Figure 1. Congestion heat map.
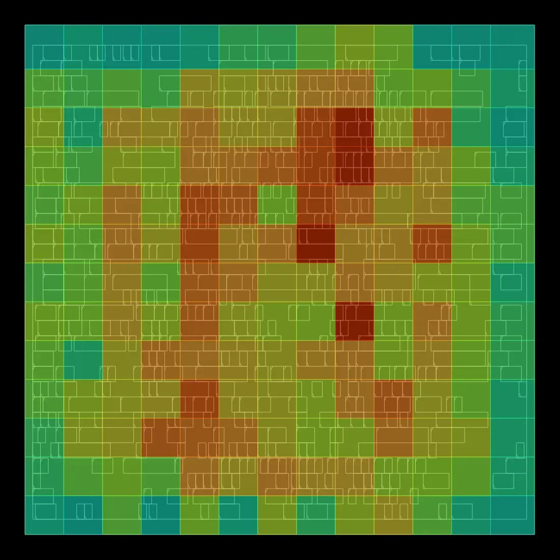
Figure 2. Register map, names as in the netlist.
Drawn at 4 px/um.
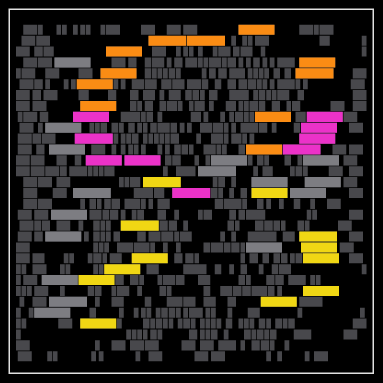
Figure 3. Met1 routing.
Drawn at 6 px/um. Supply wires on this layer in grey. Cells faint in the background.
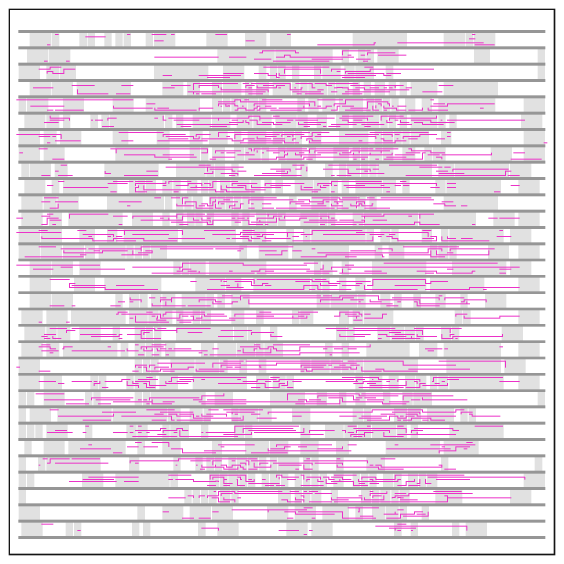
Figure 4. Routed metal, one colour a layer.
Drawn at 4 px/um. Only two layers are drawn.
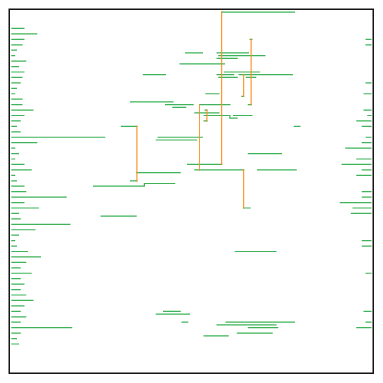
Figure 5. The metal 4 layer.
Drawn at 4 px/um. Supply wires on this layer in grey.
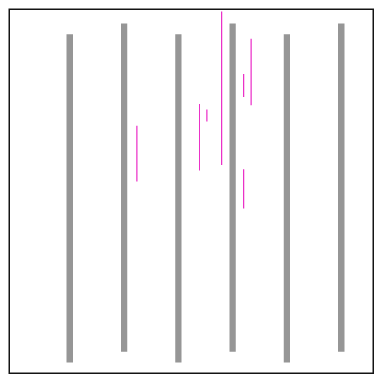
$ cat config.mk
export PLATFORM = sky130hd
export DESIGN_NAME = rect_motion
export DESIGN_NICKNAME = d
export VERILOG_FILES = /design/src/rtl/vga_pkg.sv /design/src/rtl/axis_bounce.sv /design/src/rtl/rect_motion.sv
export SDC_FILE = /design/constraint.sdc
export NUM_CORES = 1
export LEC_CHECK = 0
export ABC_AREA = 1
export ABC_CLOCK_PERIOD_IN_PS = 3300
export CORE_UTILIZATION = 47
export DETAILED_ROUTE_END_ITERATION = 8
export PLACE_DENSITY = 0.82
export SLEW_MARGIN = 20
export SYNTH_ARGS = -nofsm -noshare
export SYNTH_HDL_FRONTEND = slang
export SYNTH_SLANG_ARGS = --single-unit
$ cat constraint.sdc
create_clock -name clk_65M -period 3.3 [get_ports clk_65M]
set_clock_uncertainty 0.2 [all_clocks]
set_input_delay 0.33 -clock clk_65M [delete_from_list [all_inputs] [get_ports clk_65M]]
set_output_delay 0.33 -clock clk_65M [all_outputs]
set_load 0.01 [all_outputs]
$ cat src/rtl/vga_pkg.sv
// ---------------------------------------------------------------------------
// vga_pkg
// Shared definitions for the 1024x768 @ 65 MHz VGA path.
//   H_ACTIVE / V_ACTIVE : visible pixels per line / visible lines per frame
//   COORD_W             : width of the coordinate outputs
//   POS_W / CMP_W       : internal position width and wall-compare width
//                         (one extra bit so pos + size + step cannot wrap)
//   state_t             : rectangle motion state (IDLE, RUN, PAUSE)
//   dir_t               : travel direction along one axis
// ---------------------------------------------------------------------------
package vga_pkg;

  localparam int H_ACTIVE = 1024;
  localparam int V_ACTIVE = 768;
  localparam int COORD_W  = 20;
  localparam int POS_W    = 12;
  localparam int CMP_W    = 13;

  typedef enum logic [1:0] {
    IDLE  = 2'd0,
    RUN   = 2'd1,
    PAUSE = 2'd2
  } state_t;

  typedef enum logic {
    DIR_POS = 1'b0,
    DIR_NEG = 1'b1
  } dir_t;

endpackage

$ cat src/rtl/axis_bounce.sv
// ---------------------------------------------------------------------------
// axis_bounce
// Combinational one-axis step with wall bounce. Used once for X, once for Y.
//   pos      in  : current low edge (x1 or y1)
//   dir      in  : current direction
//   step     in  : pixels moved per frame tick
//   size     in  : rectangle extent along this axis
//   limit    in  : number of visible pixels/lines along this axis
//   pos_next out : low edge after this tick
//   dir_next out : direction after this tick
//   hit      out : a wall was reached on this tick
// ---------------------------------------------------------------------------
module axis_bounce
  import vga_pkg::*;
(
  input  logic [POS_W-1:0] pos,
  input  dir_t             dir,
  input  logic [POS_W-1:0] step,
  input  logic [POS_W-1:0] size,
  input  logic [CMP_W-1:0] limit,
  output logic [POS_W-1:0] pos_next,
  output dir_t             dir_next,
  output logic             hit
);

  logic [CMP_W-1:0] far_edge;
  logic [CMP_W-1:0] last_pix;
  logic [CMP_W-1:0] clamp_pos;

  always_comb begin
    // far edge after a forward step, widened so it can exceed the screen
    far_edge  = {1'b0, pos} + {1'b0, size} + {1'b0, step};
    last_pix  = limit - {{(CMP_W-1){1'b0}}, 1'b1};
    clamp_pos = last_pix - {1'b0, size};

    pos_next = pos;
    dir_next = dir;
    hit      = 1'b0;

    if (dir == DIR_POS) begin
      if (far_edge > last_pix) begin
        // park the far edge exactly on the last visible pixel
        pos_next = clamp_pos[POS_W-1:0];
        dir_next = DIR_NEG;
        hit      = 1'b1;
      end else begin
        pos_next = pos + step;
      end
    end else begin
      if (pos < step) begin
        pos_next = '0;
        dir_next = DIR_POS;
        hit      = 1'b1;
      end else begin
        pos_next = pos - step;
      end
    end
  end

endmodule

$ cat src/rtl/rect_motion.sv
// ---------------------------------------------------------------------------
// rect_motion
// Bouncing-rectangle corner generator feeding vga_game. Coordinates change
// only on the frame tick raised on the first vertical-blanking line, so the
// rectangle never tears on screen.
//   clk_65M    in  : pixel clock
//   clear      in  : asynchronous active-low reset
//   game_on    in  : 1 = run, 0 = pause
//   game_start in  : restart request (rising edge)
//   H_cnt      in  : horizontal counter from vga_ctrl
//   V_cnt      in  : vertical counter from vga_ctrl
//   x1/x2      out : left/right edge, registered, x2 = x1 + RECT_W
//   y1/y2      out : top/bottom edge, registered, y2 = y1 + RECT_H
//   moving     out : high while the state is RUN
//   bounce     out : one-cycle pulse when a step hit any wall
// Optional build macro RECT_MOTION_SYNC_EN: game_on and game_start pass
// through two-flop synchronizers first (2 extra cycles of response).
// RECT_W < H_ACTIVE and RECT_H < V_ACTIVE must hold.
// ---------------------------------------------------------------------------
module rect_motion
  import vga_pkg::*;
#(
  parameter int RECT_W = 600,
  parameter int RECT_H = 200,
  parameter int INIT_X = 200,
  parameter int INIT_Y = 200,
  parameter int STEP_X = 4,
  parameter int STEP_Y = 2
) (
  input  logic               clk_65M,
  input  logic               clear,
  input  logic               game_on,
  input  logic               game_start,
  input  logic [16:0]        H_cnt,
  input  logic [16:0]        V_cnt,
  output logic [COORD_W-1:0] x1,
  output logic [COORD_W-1:0] x2,
  output logic [COORD_W-1:0] y1,
  output logic [COORD_W-1:0] y2,
  output logic               moving,
  output logic               bounce
);

  localparam logic [POS_W-1:0] RECT_W_P = POS_W'(RECT_W);
  localparam logic [POS_W-1:0] RECT_H_P = POS_W'(RECT_H);
  localparam logic [POS_W-1:0] INIT_X_P = POS_W'(INIT_X);
  localparam logic [POS_W-1:0] INIT_Y_P = POS_W'(INIT_Y);
  localparam logic [POS_W-1:0] STEP_X_P = POS_W'(STEP_X);
  localparam logic [POS_W-1:0] STEP_Y_P = POS_W'(STEP_Y);
  localparam logic [CMP_W-1:0] H_LIM    = CMP_W'(H_ACTIVE);
  localparam logic [CMP_W-1:0] V_LIM    = CMP_W'(V_ACTIVE);

  logic game_on_i;
  logic game_start_i;

`ifdef RECT_MOTION_SYNC_EN
  logic [1:0] on_sync_reg;
  logic [1:0] start_sync_reg;

  always_ff @(posedge clk_65M or negedge clear) begin
    if (!clear) begin
      on_sync_reg    <= 2'b00;
      start_sync_reg <= 2'b00;
    end else begin
      on_sync_reg    <= {on_sync_reg[0], game_on};
      start_sync_reg <= {start_sync_reg[0], game_start};
    end
  end

  assign game_on_i    = on_sync_reg[1];
  assign game_start_i = start_sync_reg[1];
`else
  assign game_on_i    = game_on;
  assign game_start_i = game_start;
`endif

  state_t           state_reg, state_next;
  logic             game_start_q;
  logic             tick_q;
  logic             start_rise;
  logic             do_load, do_move;
  logic [POS_W-1:0] x1_reg, x2_reg, y1_reg, y2_reg;
  dir_t             dx_reg, dy_reg;
  logic             bounce_reg;
  logic [POS_W-1:0] x1_step, y1_step;
  dir_t             dx_step, dy_step;
  logic             hit_x, hit_y;

  assign start_rise = game_start_i & ~game_start_q;

  // edge-detect register and one-cycle frame tick on the first blanking line
  always_ff @(posedge clk_65M or negedge clear) begin
    if (!clear) begin
      game_start_q <= 1'b0;
      tick_q       <= 1'b0;
    end else begin
      game_start_q <= game_start_i;
      tick_q       <= (H_cnt == 17'd0) && (V_cnt == 17'(V_ACTIVE));
    end
  end

  // state register
  always_ff @(posedge clk_65M or negedge clear) begin
    if (!clear) state_reg <= IDLE;
    else        state_reg <= state_next;
  end

  // next-state logic: restart beats pause beats everything else
  always_comb begin
    state_next = state_reg;
    if (start_rise) begin
      state_next = game_on_i ? RUN : PAUSE;
    end else begin
      case (state_reg)
        IDLE:    state_next = IDLE;
        RUN:     state_next = game_on_i ? RUN : PAUSE;
        PAUSE:   state_next = game_on_i ? RUN : PAUSE;
        default: state_next = IDLE;
      endcase
    end
  end

  // output / control decode
  always_comb begin
    moving  = (state_reg == RUN);
    do_load = start_rise;
    do_move = !start_rise && (state_reg == RUN) && game_on_i && tick_q;
  end

  axis_bounce u_axis_x (
    .pos      (x1_reg),
    .dir      (dx_reg),
    .step     (STEP_X_P),
    .size     (RECT_W_P),
    .limit    (H_LIM),
    .pos_next (x1_step),
    .dir_next (dx_step),
    .hit      (hit_x)
  );

  axis_bounce u_axis_y (
    .pos      (y1_reg),
    .dir      (dy_reg),
    .step     (STEP_Y_P),
    .size     (RECT_H_P),
    .limit    (V_LIM),
    .pos_next (y1_step),
    .dir_next (dy_step),
    .hit      (hit_y)
  );

  // position registers: far edges are written with the near edges so the
  // corner pairs can never be observed out of step
  always_ff @(posedge clk_65M or negedge clear) begin
    if (!clear) begin
      x1_reg     <= INIT_X_P;
      x2_reg     <= INIT_X_P + RECT_W_P;
      y1_reg     <= INIT_Y_P;
      y2_reg     <= INIT_Y_P + RECT_H_P;
      dx_reg     <= DIR_POS;
      dy_reg     <= DIR_POS;
      bounce_reg <= 1'b0;
    end else begin
      bounce_reg <= 1'b0;
      if (do_load) begin
        x1_reg <= INIT_X_P;
        x2_reg <= INIT_X_P + RECT_W_P;
        y1_reg <= INIT_Y_P;
        y2_reg <= INIT_Y_P + RECT_H_P;
        dx_reg <= DIR_POS;
        dy_reg <= DIR_POS;
      end else if (do_move) begin
        x1_reg     <= x1_step;
        x2_reg     <= x1_step + RECT_W_P;
        y1_reg     <= y1_step;
        y2_reg     <= y1_step + RECT_H_P;
        dx_reg     <= dx_step;
        dy_reg     <= dy_step;
        bounce_reg <= hit_x | hit_y;
      end
    end
  end

  assign x1     = {{(COORD_W-POS_W){1'b0}}, x1_reg};
  assign x2     = {{(COORD_W-POS_W){1'b0}}, x2_reg};
  assign y1     = {{(COORD_W-POS_W){1'b0}}, y1_reg};
  assign y2     = {{(COORD_W-POS_W){1'b0}}, y2_reg};
  assign bounce = bounce_reg;

endmodule

==> deck_impl_summary.md <==
Synthesis and Place & Route Summary

Run status
  • Outcome: finished, final reports clean

Critical path
  • CP Capture Type: flip-flop
  • CP Class: flip-flop to flip-flop
  • CP max FO: 8
  • Worst setup path end: y2_reg[11]
  • Worst reg2reg endpoint: y2_reg[11]
  • Worst EP required: 3300 ps
  • Worst setup startpoint: y1_reg[2]
  • Reg-to-Reg Start: y1_reg[2]
  • Worst setup SP type: flip-flop
  • R2R setup slack: 330 ps
  • Reg2reg path depth: 19

Yosys
  • Synth Area in Adders: 2.71%
  • Synth top area cells: dfrtp_1, nand2_1, dfstp_2
  • Logic family by area: simple AND/OR/NAND/NOR gates
  • Most frequent cells after synthesis: nand2_1, inv_1, buf_4, nor2_1, nand3_1
  • Syn Area/Cell: 7.37 um^2
  • Post-synth top area share: between 20% and 30%
  • Area fraction in compound gates: 11.7%
  • Syn Std Cell Area: 0.00369 mm^2
  • Yosys cell count: 501
  • Post-synth EDFFs: 0
  • Xor+xnor area frac: 6.40%
  • AND/OR/NAND/NOR Cells, Area Fraction: 31.0%
  • Netlist cell types: 47

Route
  • DR pass1 iterations: 5
  • Post-route ant nets: 0
  • Starting DRT DRC Count: roughly 200

Finish
  • Nets: around 630
  • N_diodes: 0
  • Area growth syn-to-layout: 23.6%
  • Post-Layout Cell Count: 680
  • Top cell excl fill/tap: nand2_1
  • Layout cells sized above 1: approximately 11%
  • Comb area: about 0.0020 mm^2
  • Top Layout Cells: nand2_1, clkdlybuf4s50_1, inv_1

STA
  • Max Transition Viols Final: 0
  • Worst slew pin tran: 652 ps
  • Setup TNS: 0 ps
  • Final setup viols: 0
  • Tmin final: 2970 ps
  • Final hold vios: 0

Clock network
  • # clock sinks: 48
  • Clock Latency Late Sink: 300 ps
  • CTS tree: built
  • Clk buf depth: 2
  • H-tree levels: 2
  • Post-CTS sizing: 0

Floorplan
  • Row Count: 31
  • Init Core Util: about half
  • Chip area: 0.00821 mm^2

GRT
  • Grt total ovfl: 0
  • Number of global-route vias before repair: about 3200

Placement
  • RD Place Congestion: 0.961
  • Dpl cells: 671
  • HPWL Detailed: between 7 and 8 mm
  • Post-placement cell area: 0.00447 mm^2

Flow run
  • Max Cap Viol: 0
  • Tool warning count: 29

Power and ir drop
  • Net Sw Frac: 25.8%
  • Seq pwr share: 54.7%
  • Pleak: 0.00206 uW
  • Internal: 816 uW
  • Logic gate share of total power: 14.0%
## Picture notes: Figure 1
met1 usage in global routing: 34.1%
GRT Total Usage: 23.7%
busiest grt layer: met2

## Picture notes: Figure 2
| colour | signal | flops |
|---|---|---|
| orange | x1_reg | 11 |
| magenta | x2_reg | 9 |
| yellow | y1_reg | 12 |
not coloured: 16
Finished Core Util: 61.6%
P_seq: 602 uW

## Picture notes: Figure 3
main direction: horizontal
wire length on this layer: 4420 um
drt total wl: 9.33 mm
Vias: 3488

## Picture notes: Figure 4
| colour | layer | wire length |
|---|---|---|
| green | metal 3 | 625 um |
| orange | metal 4 | 102 um |
Avg WL per Cell: 13.7 um

## Picture notes: Figure 5
share of all routed wire: 1.1%
nets with wire on the layer: 5
wire length on this layer: 102 um
main direction: vertical
longest straight run: 38.1 um

critical path, cell delays in order (launching register included):
cell	delay [ps]
dfrtp_1	560
ha_1	270
inv_1	90
nor2_1	190
nand2_1	80
nand3_1	80
nor2_1	40
nor2_1	160
nor2_4	70
nand2_4	110
nor2_8	60
o21ai_2	100
nand2_2	90
ha_1	200
nand3_1	180
nand2_2	130
nand3_1	100
nand2_1	50
nand2_1	50
nand2_1	60
power groups by stage:
stage | Combinational, uW | Clock, uW | Sequential, uW
6_report | 154 | 344 | 602
2_1_floorplan | 97.4 | 0 | 613
5_1_grt | 173 | 369 | 603
3_5_place_dp | 151 | 0 | 613
3_3_place_gp | 152 | 0 | 612
4_1_cts | 153 | 351 | 602
through the flow:
step                hold WS, ps  util [%]  worst slack, ps
global placement            264      60.3              391
CTS                        45.6      61.4              338
floorplan                  -166         -              711
detailed placement          273      60.3              369
finish                      288      61.6              328
global route                305      61.6             58.5
how the worst min path moves through the flow:
stage	depth (start not counted)	to	from	slack, ps
3_5_place_dp	2	y2_reg[10]	y2_reg[10]	270
3_3_place_gp	2	x2_reg[10]	x2_reg[10]	260
2_1_floorplan	0	bounce	clear	-170
6_report	2	y2_reg[10]	y2_reg[10]	290
4_1_cts	1	x1_reg[2]	clear	50
5_1_grt	1	game_start_q	game_start	310
area by class of cell:
class | instances | area share (%)
clock buffers | 7 | 1.67
clock inverters | 1 | 0.110
inverters | 55 | 4.55
multi-input cells | 379 | 44.5
flip-flops and latches | 48 | 26.7
well taps | 99 | 2.72
repair buffers | 91 | 19.7
repair_timing:
action	in CTS	in global routing
endpoints found under the hold margin	0	36
hold buffers	0	1
buffers inserted	0	0
metal layers:
metal / global-route usage [%] / wire, um
met1: 34.1 / 4420
met2: 37.4 / 4180
met3: 3.79 / 625
met4: 4.97 / 102
met5: 0 / 0
No activity file was given, so power comes from the tool's default toggle rates.
